Figure 1. Nets reached from selected ports.
Scale: 4 px per um.
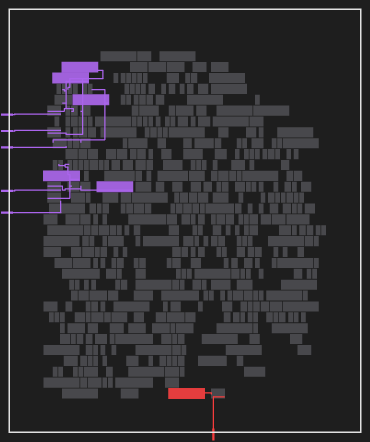
Figure 2. Sequential cells coloured by netlist name.
Scale: 2 px per um.
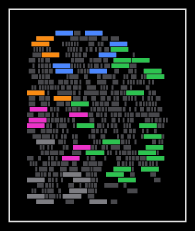
Figure 3. Clock wiring as the flow saved it.
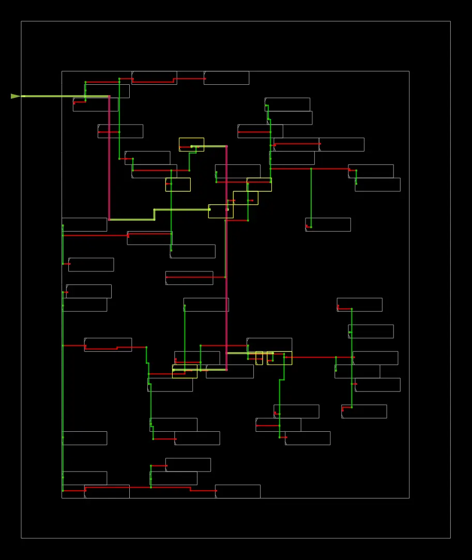
Figure 4. Wiring by layer.
Scale: 4 px per um.
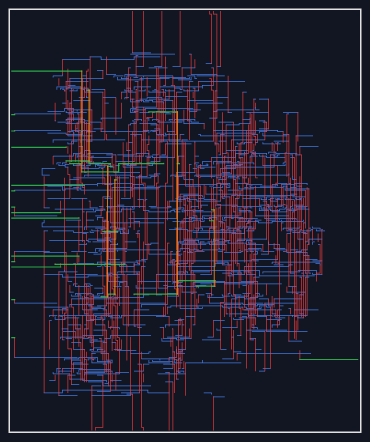
Figure 5. Flops by top-level scope.
Scale: 4 px per um.
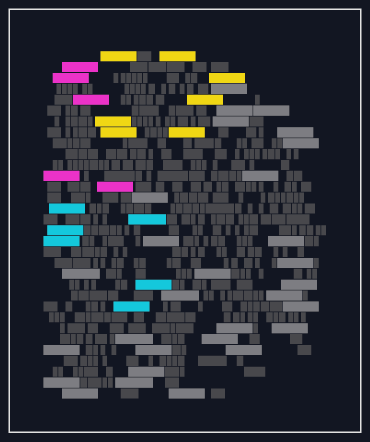
### src/rtl/stopwatch_core_pkg.sv
// Shared state encodings, digit limits and digit widths for the stopwatch core.
package stopwatch_core_pkg;

  typedef enum logic [1:0] {
    ST_STOP  = 2'd0,
    ST_RUN   = 2'd1,
    ST_CLEAR = 2'd2
  } state_e;

  localparam int MSEC_MAX = 99;
  localparam int SEC_MAX  = 59;
  localparam int MIN_MAX  = 59;
  localparam int HOUR_MAX = 23;

  localparam int MSEC_W = 7;
  localparam int SEC_W  = 6;
  localparam int MIN_W  = 6;
  localparam int HOUR_W = 5;

endpackage

### src/rtl/stopwatch_core_time_counter.sv
// One wrapping time digit: counts 0..MAX on i_inc, synchronous clear, carry out at MAX.
module time_counter #(
  parameter int WIDTH = 7,
  parameter int MAX   = 99
) (
  input  logic             clk,
  input  logic             rst,
  input  logic             i_inc,
  input  logic             i_clear,
  output logic [WIDTH-1:0] o_count,
  output logic             o_carry
);

  localparam logic [WIDTH-1:0] MAX_V = WIDTH'(MAX);

  logic [WIDTH-1:0] count_q;
  logic [WIDTH-1:0] count_d;

  // Anything at or beyond MAX wraps, so a corrupted value self-heals on the next increment.
  always_comb begin
    count_d = count_q;
    if (i_clear) begin
      count_d = '0;
    end else if (i_inc) begin
      count_d = (count_q >= MAX_V) ? '0 : count_q + WIDTH'(1);
    end
  end

  always_ff @(posedge clk or negedge rst) begin
    if (!rst) begin
      count_q <= '0;
    end else begin
      count_q <= count_d;
    end
  end

  assign o_count = count_q;
  assign o_carry = i_inc && (count_q == MAX_V);

endmodule

### src/rtl/stopwatch_core.sv
// Stopwatch time base: 100 Hz divider, STOP/RUN/CLEAR control and msec..hour cascade.
module stopwatch_core
  import stopwatch_core_pkg::*;
#(
  parameter int F_CLK   = 100_000_000,
  parameter int TICK_HZ = 100
) (
  input  logic              clk,
  input  logic              rst,
  input  logic              i_run_stop,
  input  logic              i_clear,
  output logic              o_running,
  output logic [MSEC_W-1:0] msec,
  output logic [SEC_W-1:0]  sec,
  output logic [MIN_W-1:0]  min,
  output logic [HOUR_W-1:0] hour
);

  localparam int TICK_DIV = F_CLK / TICK_HZ;
  localparam int DIV_W    = (TICK_DIV > 2) ? $clog2(TICK_DIV) : 1;
  localparam logic [DIV_W-1:0] DIV_LAST = DIV_W'(TICK_DIV - 1);

  state_e           state_q, state_d;
  logic             running_q, running_d;
  logic [DIV_W-1:0] div_q, div_d;

  logic tick;
  logic clr_cnt;
  logic c_ms, c_s, c_m;
  logic unused_hour_carry;

  assign tick    = (state_q == ST_RUN) && (div_q == DIV_LAST);
  assign clr_cnt = (state_q == ST_CLEAR);

  // Clear has priority over run_stop in STOP; clear is dropped entirely while running.
  always_comb begin
    state_d = state_q;
    unique case (state_q)
      ST_STOP: begin
        if (i_clear)         state_d = ST_CLEAR;
        else if (i_run_stop) state_d = ST_RUN;
      end
      ST_RUN: begin
        if (i_run_stop) state_d = ST_STOP;
      end
      ST_CLEAR: state_d = ST_STOP;
      default:  state_d = ST_STOP;
    endcase
    running_d = (state_d == ST_RUN);
  end

  // Divider only advances in RUN, so a pause keeps the sub-tick phase.
  always_comb begin
    div_d = div_q;
    if (clr_cnt) begin
      div_d = '0;
    end else if (state_q == ST_RUN) begin
      div_d = (div_q == DIV_LAST) ? '0 : div_q + DIV_W'(1);
    end
  end

  always_ff @(posedge clk or negedge rst) begin
    if (!rst) begin
      state_q   <= ST_STOP;
      running_q <= 1'b0;
      div_q     <= '0;
    end else begin
      state_q   <= state_d;
      running_q <= running_d;
      div_q     <= div_d;
    end
  end

  assign o_running = running_q;

  time_counter #(.WIDTH(MSEC_W), .MAX(MSEC_MAX)) u_msec (
    .clk     (clk),
    .rst     (rst),
    .i_inc   (tick),
    .i_clear (clr_cnt),
    .o_count (msec),
    .o_carry (c_ms)
  );

  time_counter #(.WIDTH(SEC_W), .MAX(SEC_MAX)) u_sec (
    .clk     (clk),
    .rst     (rst),
    .i_inc   (c_ms),
    .i_clear (clr_cnt),
    .o_count (sec),
    .o_carry (c_s)
  );

  time_counter #(.WIDTH(MIN_W), .MAX(MIN_MAX)) u_min (
    .clk     (clk),
    .rst     (rst),
    .i_inc   (c_s),
    .i_clear (clr_cnt),
    .o_count (min),
    .o_carry (c_m)
  );

  // Hours wrap silently; their carry goes nowhere.
  time_counter #(.WIDTH(HOUR_W), .MAX(HOUR_MAX)) u_hour (
    .clk     (clk),
    .rst     (rst),
    .i_inc   (c_m),
    .i_clear (clr_cnt),
    .o_count (hour),
    .o_carry (unused_hour_carry)
  );

endmodule

### config.mk
export PLATFORM = sky130hd
export DESIGN_NAME = stopwatch_core
export DESIGN_NICKNAME = d
export VERILOG_FILES = /design/src/rtl/stopwatch_core_pkg.sv /design/src/rtl/stopwatch_core_time_counter.sv /design/src/rtl/stopwatch_core.sv
export SDC_FILE = /design/constraint.sdc
export NUM_CORES = 1
export LEC_CHECK = 0
export ABC_AREA = 1
export CORE_ASPECT_RATIO = 1.25
export CORE_MARGIN = 8
export CORE_UTILIZATION = 45
export CTS_CLUSTER_DIAMETER = 200
export CTS_CLUSTER_SIZE = 24
export DETAILED_ROUTE_END_ITERATION = 7
export HOLD_SLACK_MARGIN = 0.06
export PLACE_DENSITY = 0.65
export SLEW_MARGIN = 10
export SYNTH_ARGS = -nofsm -noshare
export SYNTH_HDL_FRONTEND = slang
export SYNTH_SLANG_ARGS = --single-unit
### constraint.sdc
create_clock -name clk -period 1.69 [get_ports clk]
set_input_delay 0.338 -clock clk [delete_from_list [all_inputs] [get_ports clk]]
set_output_delay 0.338 -clock clk [all_outputs]
set_load 0.01 [all_outputs]
==> results.toml <==
# generated from flow reports
[finish]
num-nonclk-inverters = 49
n_all_buffers = 73
mostFrequentLayoutCells = "nand2_1, nor2_1, dfrtp_1, buf_4, inv_1"
regArea_mm2 = 0.00118
nFillCells = 595

[synthesis]
synthCells = 396
mux_share_pct = 0
fp_nets = 408
synth.distinct_cells = 32
simple_gate_share_pct = 37.1

[setup_path]
cp_max_fo = 6
slowest_stage = "dfrtp_1"
cp_cell_sequence = "ha_2 -> nand2_2 -> nor2_4 -> inv_4 -> nor2_8 -> nand4_1 -> buf_4 -> o21ai_2 -> a21oi_1"

[pwr]
p_clk_mw = 0.755

[sta]
finalCritPeriodShare_pct = 99.2
slew_viol_final = 0
maxSlewHeadroom_pct = 75.2

[place]
dp_slack_ns = -0.0307

[flow_run]
cap_violations = 0

[detailed_routing]
route.detailed.drc = 0
vias = 2765
wire_per_inst_um = 13.3

[status]
status = "completed"

[die]
die_y_um = 105

[global_routing]
grt_first_pass_wirelength_mm = 12.3
Notes on Figure 1 above:
[red] o_running | bits: 1 | direction: output | edge: south | end cells: 1 | buffers: 1 | wire: 13.3 um
[purple] hour | bits: 5 | direction: output | edge: west | end cells: 5 | buffers: 5 | wire: 202 um

Notes on Figure 2 above:
[green] div_q | sequential cells: 20
[orange] u_hour.o_count | sequential cells: 5 | where: north-west
[magenta] u_sec.o_count | sequential cells: 6 | where: west
[blue] u_msec.o_count | sequential cells: 7 | where: north
not coloured: 9

Notes on Figure 3 above:
Seq cells: 47
clock buffers: 8
Num CTS Buffers: 5
Insertion Delay late pin: 0.30 ns
Clock Skew: 0.00743 ns

Notes on Figure 4 above:
[blue] M1 | wire length: 3,170 um
[red] M2 | wire length: 3,800 um
[green] M3 | wire length: 223 um
[orange] M4 | wire length: 169 um

Notes on Figure 5 above:
[cyan] u_sec | sequential cells: 6 | where: west
[magenta] u_hour | sequential cells: 5 | where: north-west
[yellow] u_msec | sequential cells: 7 | where: north

==> cell families (layout without fill, tap and decap cells) <==
kind of cell,Yosys count,after routing
DFF,47,47
buffers and inverters,56,130
and+or+nand+nor,237,237
adders and majority gates,8,8
xor gates and xnor gates,9,9
AOI/OAI and AO/OA,39,39
==> timing repair <==
action	4_1_cts	5_1_grt
endpoints found under the hold margin	14	0
setup buffers	0	12
gates resized	9	42
endpoints found under the setup margin	13	50
hold buffers	1	0
pin swaps	0	14
==> registers in the layout, indices dropped and copies added (netlist names) <==
| signal | flops |
|---|---|
| u_hour.o_count | 5 |
| u_msec.o_count | 7 |
| u_min.o_count | 6 |
| state_q | 2 |
| div_q | 20 |
| o_running | 1 |
| u_sec.o_count | 6 |
==> metal layers <==
| layer | up-vias | global-route usage, % | routed length (um) | part of all wire, % |
|---|---|---|---|---|
| met3 | 14 | 3.19 | 223 | 3.0 |
| met1 | 1288 | 18.7 | 3170 | 43 |
| met5 | - | 0 | 0 | 0 |
| met2 | 36 | 29.4 | 3800 | 52 |
| li1 | 1427 | - | - | - |
| met4 | 0 | 6.04 | 168 | 2.3 |
==> cell usage after synthesis, drive strengths merged <==
cell / count / share of area, %
nand3: 32 / 5.6
clkinv: 1 / 0.13
o22ai: 1 / 0.22
xnor2: 3 / 0.91
nand2: 96 / 13
nor3: 13 / 2.3
ha: 8 / 3.5
nand4: 20 / 4.9
or2: 1 / 0.22
o21ai: 22 / 3.8
o211ai: 1 / 0.26
o31ai: 2 / 0.87
o21a: 1 / 0.26
a21boi: 1 / 0.26
a21oi: 11 / 1.9
dfrtp: 47 / 41
nor3b: 2 / 0.52
clkbuf: 2 / 0.26
and2: 1 / 0.22
inv: 48 / 6.3
xor2: 6 / 1.8
buf: 5 / 1.5
nor2: 72 / 10
